===== src/rtl/jtvigil_gfx_pkg.sv =====
// Shared definitions for the Vigilante graphics ROM arbiter: arbiter states,
// slot numbering and default bus widths.
package jtvigil_gfx_pkg;

  localparam int AW_DEF  = 18;
  localparam int DW_DEF  = 32;
  localparam int TMO_DEF = 255;
  localparam int NSLOT   = 3;

  localparam logic [1:0] SLOT_SCR1 = 2'd0;
  localparam logic [1:0] SLOT_SCR2 = 2'd1;
  localparam logic [1:0] SLOT_OBJ  = 2'd2;

  typedef enum logic [1:0] {
    ST_IDLE = 2'd0,
    ST_BUSY = 2'd1,
    ST_GAP  = 2'd2
  } state_t;

  // (a + k) mod 3 for slot indices and offsets in 0..2
  function automatic logic [1:0] slot_add(input logic [1:0] a, input logic [1:0] k);
    logic [2:0] s;
    s = {1'b0, a} + {1'b0, k};
    if (s >= 3'd3) s = s - 3'd3;
    return s[1:0];
  endfunction

endpackage


===== src/rtl/jtvigil_gfx_slot.sv =====
// One-entry address/data cache for a single fetcher; ok is a pure hit test
// against the registered entry, so an address change drops ok immediately.
module jtvigil_gfx_slot
  import jtvigil_gfx_pkg::*;
#(
  parameter int AW = AW_DEF,
  parameter int DW = DW_DEF
) (
  input  logic          clk,
  input  logic          rst,
  input  logic          flush,
  input  logic          cs,
  input  logic [AW-1:0] addr,
  input  logic          fill,
  input  logic [AW-1:0] fill_addr,
  input  logic [DW-1:0] fill_data,
  output logic [DW-1:0] data,
  output logic          ok
);

  logic          valid_reg;
  logic [AW-1:0] tag_reg;
  logic [DW-1:0] data_reg;

  // flush has priority, so a fill arriving in the same cycle is dropped
  always_ff @(posedge clk) begin
    if (!rst) begin
      valid_reg <= 1'b0;
      tag_reg   <= '0;
      data_reg  <= '0;
    end else if (flush) begin
      valid_reg <= 1'b0;
    end else if (fill) begin
      valid_reg <= 1'b1;
      tag_reg   <= fill_addr;
      data_reg  <= fill_data;
    end
  end

  assign ok   = cs & valid_reg & (tag_reg == addr);
  assign data = data_reg;

endmodule


===== src/rtl/jtvigil_gfx_arb.sv =====
// Round-robin arbiter sharing the graphics SDRAM read port between scroll 1,
// scroll 2 and object fetchers, with per-slot caches and a port watchdog.
module jtvigil_gfx_arb
  import jtvigil_gfx_pkg::*;
#(
  parameter int AW  = AW_DEF,
  parameter int DW  = DW_DEF,
  parameter int TMO = TMO_DEF
) (
  input  logic          clk,
  input  logic          rst,
  input  logic          flush,
  input  logic          slot0_cs,
  input  logic [AW-1:0] slot0_addr,
  output logic [DW-1:0] slot0_data,
  output logic          slot0_ok,
  input  logic          slot1_cs,
  input  logic [AW-1:0] slot1_addr,
  output logic [DW-1:0] slot1_data,
  output logic          slot1_ok,
  input  logic          slot2_cs,
  input  logic [AW-1:0] slot2_addr,
  output logic [DW-1:0] slot2_data,
  output logic          slot2_ok,
  output logic          sdram_cs,
  output logic [AW-1:0] sdram_addr,
  input  logic [DW-1:0] sdram_data,
  input  logic          sdram_ok,
  output logic          tmo_err
);

  state_t        state_reg, state_next;
  logic [1:0]    gnt_reg, gnt_next;
  logic [1:0]    rr_reg, rr_next;
  logic [7:0]    wdog_reg, wdog_next;
  logic          sdram_cs_reg, sdram_cs_next;
  logic [AW-1:0] sdram_addr_reg, sdram_addr_next;
  logic          tmo_err_reg, tmo_err_next;
  logic          discard_reg, discard_next;
  logic          cs_d_reg;

  logic [NSLOT-1:0] cs_vec, ok_vec, miss_vec, fill_vec;
  logic [AW-1:0]    addr_arr [NSLOT];
  logic [DW-1:0]    data_arr [NSLOT];

  logic       accept, timeout, found;
  logic [1:0] pick, idx;

  assign cs_vec[SLOT_SCR1]   = slot0_cs;
  assign cs_vec[SLOT_SCR2]   = slot1_cs;
  assign cs_vec[SLOT_OBJ]    = slot2_cs;
  assign addr_arr[SLOT_SCR1] = slot0_addr;
  assign addr_arr[SLOT_SCR2] = slot1_addr;
  assign addr_arr[SLOT_OBJ]  = slot2_addr;

  // ok in the first BUSY cycle may be left over from the previous request
  assign accept  = (state_reg == ST_BUSY) & sdram_ok & cs_d_reg;
  assign timeout = (state_reg == ST_BUSY) & ~accept & (wdog_reg == 8'(TMO - 1));

  genvar gi;
  generate
    for (gi = 0; gi < NSLOT; gi++) begin : g_slot
      assign miss_vec[gi] = cs_vec[gi] & ~ok_vec[gi];
      assign fill_vec[gi] = accept & ~discard_reg & (gnt_reg == 2'(gi));

      jtvigil_gfx_slot #(.AW(AW), .DW(DW)) u_slot (
        .clk       (clk),
        .rst       (rst),
        .flush     (flush),
        .cs        (cs_vec[gi]),
        .addr      (addr_arr[gi]),
        .fill      (fill_vec[gi]),
        .fill_addr (sdram_addr_reg),
        .fill_data (sdram_data),
        .data      (data_arr[gi]),
        .ok        (ok_vec[gi])
      );
    end
  endgenerate

  always_comb begin
    state_next      = state_reg;
    gnt_next        = gnt_reg;
    rr_next         = rr_reg;
    wdog_next       = wdog_reg;
    sdram_cs_next   = sdram_cs_reg;
    sdram_addr_next = sdram_addr_reg;
    tmo_err_next    = tmo_err_reg;
    discard_next    = discard_reg;
    found           = 1'b0;
    pick            = rr_reg;
    idx             = rr_reg;

    case (state_reg)
      ST_IDLE: begin
        // scan from the far end so the slot nearest rr wins
        for (int k = NSLOT - 1; k >= 0; k--) begin
          idx = slot_add(rr_reg, 2'(k));
          if (miss_vec[idx]) begin
            pick  = idx;
            found = 1'b1;
          end
        end
        if (found) begin
          gnt_next        = pick;
          sdram_addr_next = addr_arr[pick];
          sdram_cs_next   = 1'b1;
          wdog_next       = '0;
          rr_next         = slot_add(pick, 2'd1);
          state_next      = ST_BUSY;
        end
      end
      ST_BUSY: begin
        if (flush) discard_next = 1'b1;
        if (accept) begin
          sdram_cs_next = 1'b0;
          state_next    = ST_GAP;
        end else if (timeout) begin
          sdram_cs_next = 1'b0;
          tmo_err_next  = 1'b1;
          state_next    = ST_GAP;
        end else begin
          wdog_next = wdog_reg + 8'd1;
        end
      end
      ST_GAP: begin
        sdram_cs_next = 1'b0;
        discard_next  = 1'b0;
        state_next    = ST_IDLE;
      end
      default: begin
        sdram_cs_next = 1'b0;
        state_next    = ST_IDLE;
      end
    endcase
  end

  always_ff @(posedge clk) begin
    if (!rst) begin
      state_reg      <= ST_IDLE;
      gnt_reg        <= '0;
      rr_reg         <= '0;
      wdog_reg       <= '0;
      sdram_cs_reg   <= 1'b0;
      sdram_addr_reg <= '0;
      tmo_err_reg    <= 1'b0;
      discard_reg    <= 1'b0;
      cs_d_reg       <= 1'b0;
    end else begin
      state_reg      <= state_next;
      gnt_reg        <= gnt_next;
      rr_reg         <= rr_next;
      wdog_reg       <= wdog_next;
      sdram_cs_reg   <= sdram_cs_next;
      sdram_addr_reg <= sdram_addr_next;
      tmo_err_reg    <= tmo_err_next;
      discard_reg    <= discard_next;
      cs_d_reg       <= sdram_cs_reg;
    end
  end

  assign sdram_cs   = sdram_cs_reg;
  assign sdram_addr = sdram_addr_reg;
  assign tmo_err    = tmo_err_reg;
  assign slot0_ok   = ok_vec[SLOT_SCR1];
  assign slot1_ok   = ok_vec[SLOT_SCR2];
  assign slot2_ok   = ok_vec[SLOT_OBJ];
  assign slot0_data = data_arr[SLOT_SCR1];
  assign slot1_data = data_arr[SLOT_SCR2];
  assign slot2_data = data_arr[SLOT_OBJ];

endmodule


===== config.mk =====
export PLATFORM = sky130hd
export DESIGN_NAME = jtvigil_gfx_arb
export DESIGN_NICKNAME = d
export VERILOG_FILES = /design/src/rtl/jtvigil_gfx_pkg.sv /design/src/rtl/jtvigil_gfx_slot.sv /design/src/rtl/jtvigil_gfx_arb.sv
export SDC_FILE = /design/constraint.sdc
export NUM_CORES = 1
export LEC_CHECK = 0
export ABC_AREA = 1
export CAP_MARGIN = 40
export CORE_MARGIN = 2
export CORE_UTILIZATION = 35
export DETAILED_ROUTE_END_ITERATION = 10
export SETUP_SLACK_MARGIN = 0.1
export SLEW_MARGIN = 0
export SYNTH_ARGS = -nofsm -noshare
export SYNTH_HDL_FRONTEND = slang
export SYNTH_SLANG_ARGS = --single-unit

===== constraint.sdc =====
create_clock -name clk -period 3.9 [get_ports clk]
set_input_delay 0.78 -clock clk [delete_from_list [all_inputs] [get_ports clk]]
set_output_delay 0.78 -clock clk [all_outputs]
set_load 0.005 [all_outputs]

==> README.md <==
| Stage | Parameter | This run |
|---|---|---|
| run status | Run status | finished, final reports clean |
| synthesis | Sequential-to-total area share from yosys stat | 43.0% |
| synthesis | Count leader, synth | nand2_1 |
| power | Worst IR Drop VDD | 0.355 mV |
| worst setup path | Category of the worst setup path capture point | primary output |
| worst setup path | Max Fanout on Critical Path | 4 |
| synthesis | Post-synthesis register bit count | 188 |
| synthesis | Mean instance size in the synthesized netlist | 6.87 um2 |
| final timing | Post-Route Hold Slack | 0.443 ns |
| synthesis | Synthesized Nets | 1373 |
| floorplanning | Width of the die | 162 um |
| floorplanning | Standard-cell rows | 57 |
| grt | Global-route wire length before repair | 46.7 mm |
| synthesis | Fraction of synthesized area in multiplexers | 0% |
| synthesis | Portion of synthesized cell area occupied by the leading cell type | 43.0% |
| cts | Clock tree sinks | 188 |
| worst setup path | Critical path startpoint | slot1_addr[9] |
| cts | Post-CTS setup repair buffer count | 0 |
| final timing | Setup repair after global routing missed its margin | false |
| worst setup path | Number of buffers and inverters on the critical path | 3 |
| synthesis | Synthesized chip area reported by yosys | 8760 um2 |
| synthesis | Cell type with the highest aggregate area in the netlist | dfxtp_1 |
| drt | DRC violations left | 0 |
| finish | Final Net Count | 1548 |
| synthesis | # Cells Yosys | 1275 |
| worst setup path | Data required, critical path | 3.12 ns |
| finish | Filler instances | 2515 |
| finish | Final design area excluding fillers | 11700 um2 |
| finish | Flip-flop and latch share of the layout cell area | 32.1% |
| drt | Detailed-route via count | 8811 |
| grt | Initial antenna violation count | 0 |
| cts | Buffers from clock root to sink, at most | 2 |
| place | HPWL after detailed placement | 21.2 mm |
| synthesis | XOR/XNOR share of the synthesized area | 1.60% |
| run | Number of OpenROAD warnings | 28 |
| finish | Fraction of the core area covered by cells at the end of the flow | 48.0% |
| worst setup path | Worst Path Class, Setup | input pin to primary output |
| finish | Non-clock inverter count in the final layout | 147 |
| cts | Clock transition time at the flip-flop clock pins of the worst setup and hold paths | 0.08 ns |
| grt | All-layer global routing usage | 22.8% |
| finish | Clock buffer instance count of the final layout | 18 |
| synthesis | Synthesized-area fraction occupied by adder cells | 0.714% |
| drt | Final Routed Wirelength | 30.2 mm |
| place | Post-Place Cell Area | 11100 um2 |
| drt | Vias per std cell | 4.93 |
| final timing | Clk_skew | 0.0129 ns |
| finish | Sequential Area | 3760 um2 |
| power | Power per cell area | 513 nW/um2 |
| drt | Per-cell routed wire length | 16.9 um |
| run | Count of max-cap constraint violations | 0 |
| final timing | Worst Max-Slew Pin Slew | 0.708 ns |
| drt | Starting DRC count in detailed routing | 546 |
| worst setup path | R2R Path End | rr_reg[0]$_SDFFE_PN0P_ |
| place | Pre-CTS worst setup slack | 0.230 ns |
| finish | Area added between synthesis and finish | 34.0% |
| synthesis | EDFF count, synth | 0 |
| finish | Fraction of area in clock buffers and inverters | 5.16% |
| finish | Multi-input gate share of total cell area | 35.3% |
| power | Lkg Pwr | 4.53 nW |
| floorplanning | Number of top-level pins | 212 |
| synthesis | And-or/or-and share of the synthesized area | 16.5% |
| grt | Maximum number of pins on one net before global-route repair | 65 |
| floorplanning | Chip area | 26300 um2 |
| drt | Number of optimization iterations in the first detailed-route pass | 6 |
| cts | Clk latency late pin | 0.44 ns |
| cts | Resize count post-CTS | 0 |
| final timing | Final sum of negative setup slack | 0 ns |
| synthesis | Count of yosys warnings during synthesis | 0 |
| cts | Root buf cell | clkbuf_16 |
| worst setup path | Cell count of the worst reg-to-reg path | 18 |
| place | Total instance count after detailed placement | 1755 |
| final timing | Shortest clock period the worst path allows after layout | 3.60 ns |
| finish | Comb area | 4140 um2 |
| worst setup path | Cell type of the slowest stage on the worst timing path | clkdlybuf4s50_1 |
| finish | Fraction of layout cells with a size suffix above 1 | 6.22% |
| worst setup path | CP top delay family | buffers and inverters |
| synthesis | Synth cell count leaders | nand2_1, dfxtp_1, a21oi_1 |
| finish | Combinational gate count | 870 |
| worst setup path | Flop-to-flop setup slack | 1.28 ns |
| synthesis | Simple-Gate Area Share | 28.2% |
| worst setup path | Slowest Stage Delay on Critical Path | 0.57 ns |
| place | Buffers on Ports | 211 |
| synthesis | Ranking of synthesized cells by area | dfxtp_1, nand2_1, a21oi_1 |
| drt | Tally of nets with antenna violations remaining after routing | 0 |
| min path | Class of the most critical hold timing path | flip-flop to flip-flop |
| finish | Dominant logic cell type in the layout | nand2_1 |
| finish | Buffer count excluding the clock tree in the final layout | 226 |
| floorplanning | Floorplan die height | 162 um |
| worst setup path | Category of the worst setup path launch point | input pin |
| final timing | Worst-case setup margin in the final layout | 0.301 ns |
-- routing by layer --
| metal | global-route usage (%) | up-vias | share of wire [%] |
|---|---|---|---|
| met5 | 0 | - | 0 |
| li1 | - | 4455 | - |
| met3 | 7.12 | 55 | 8.4 |
| met4 | 9.09 | 0 | 3.5 |
| met1 | 29.1 | 3978 | 44 |
| met2 | 35.9 | 323 | 44 |
-- report_power, final --
| group | switching [W] | total [W] | internal [W] |
|---|---|---|---|
| clock | 0.000904 | 0.00179 | 0.000887 |
| sequential | 0.000208 | 0.00225 | 0.00204 |
| combinational | 0.00126 | 0.00198 | 0.000717 |
| total | 0.00238 | 0.00602 | 0.00364 |
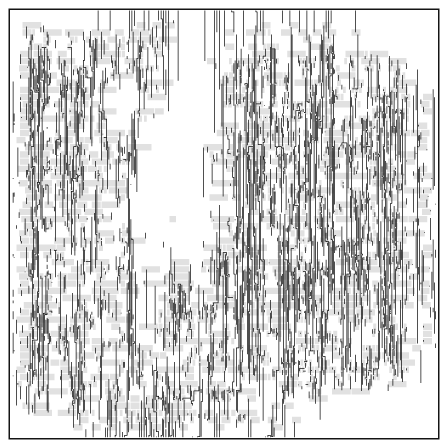
(images/m2.png)
Cells faint in the background.
The layer holds 44% of the routed length. The layer carries 13400 um of wire. The wires run mostly vertical. The longest straight run is 104 um. 1211 nets have wire on it.

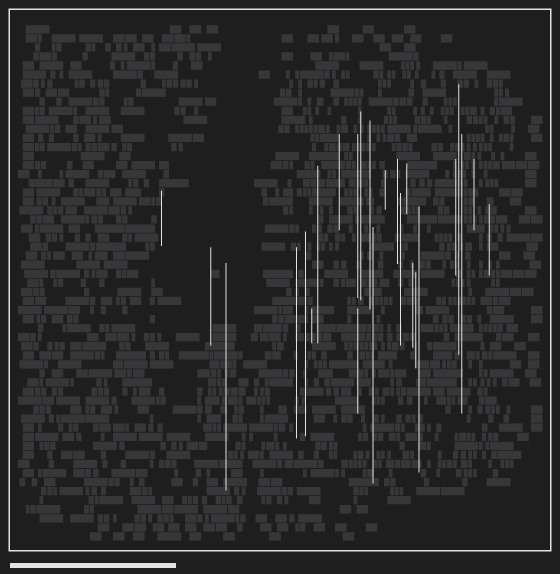
(images/m4.png)
Bar = 50 um. Cells faint in the background.
The longest straight run is 83.6 um. The wires run mostly vertical. The layer holds 3.6% of the routed length. 19 nets have wire on it. The layer carries 1070 um of wire.

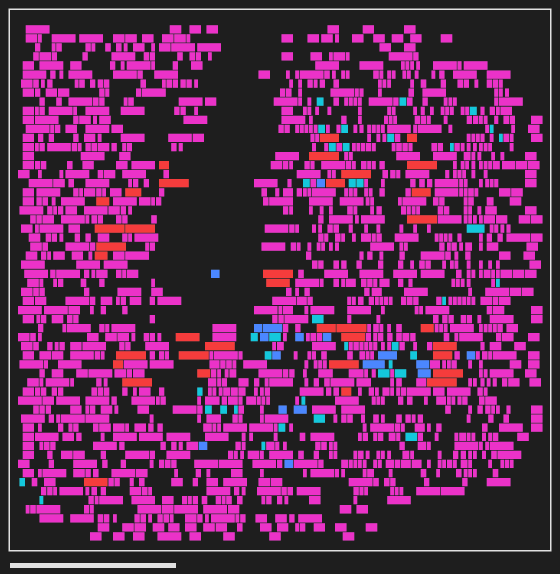
(images/sizing.png)
Bar = 50 um.
x2: in cyan, cells 38. x6 and larger: in red, cells 36. x3 and x4: in blue, cells 17. x1 and smaller: in magenta, cells 1372.

Power is estimated from default activity; no workload was simulated.
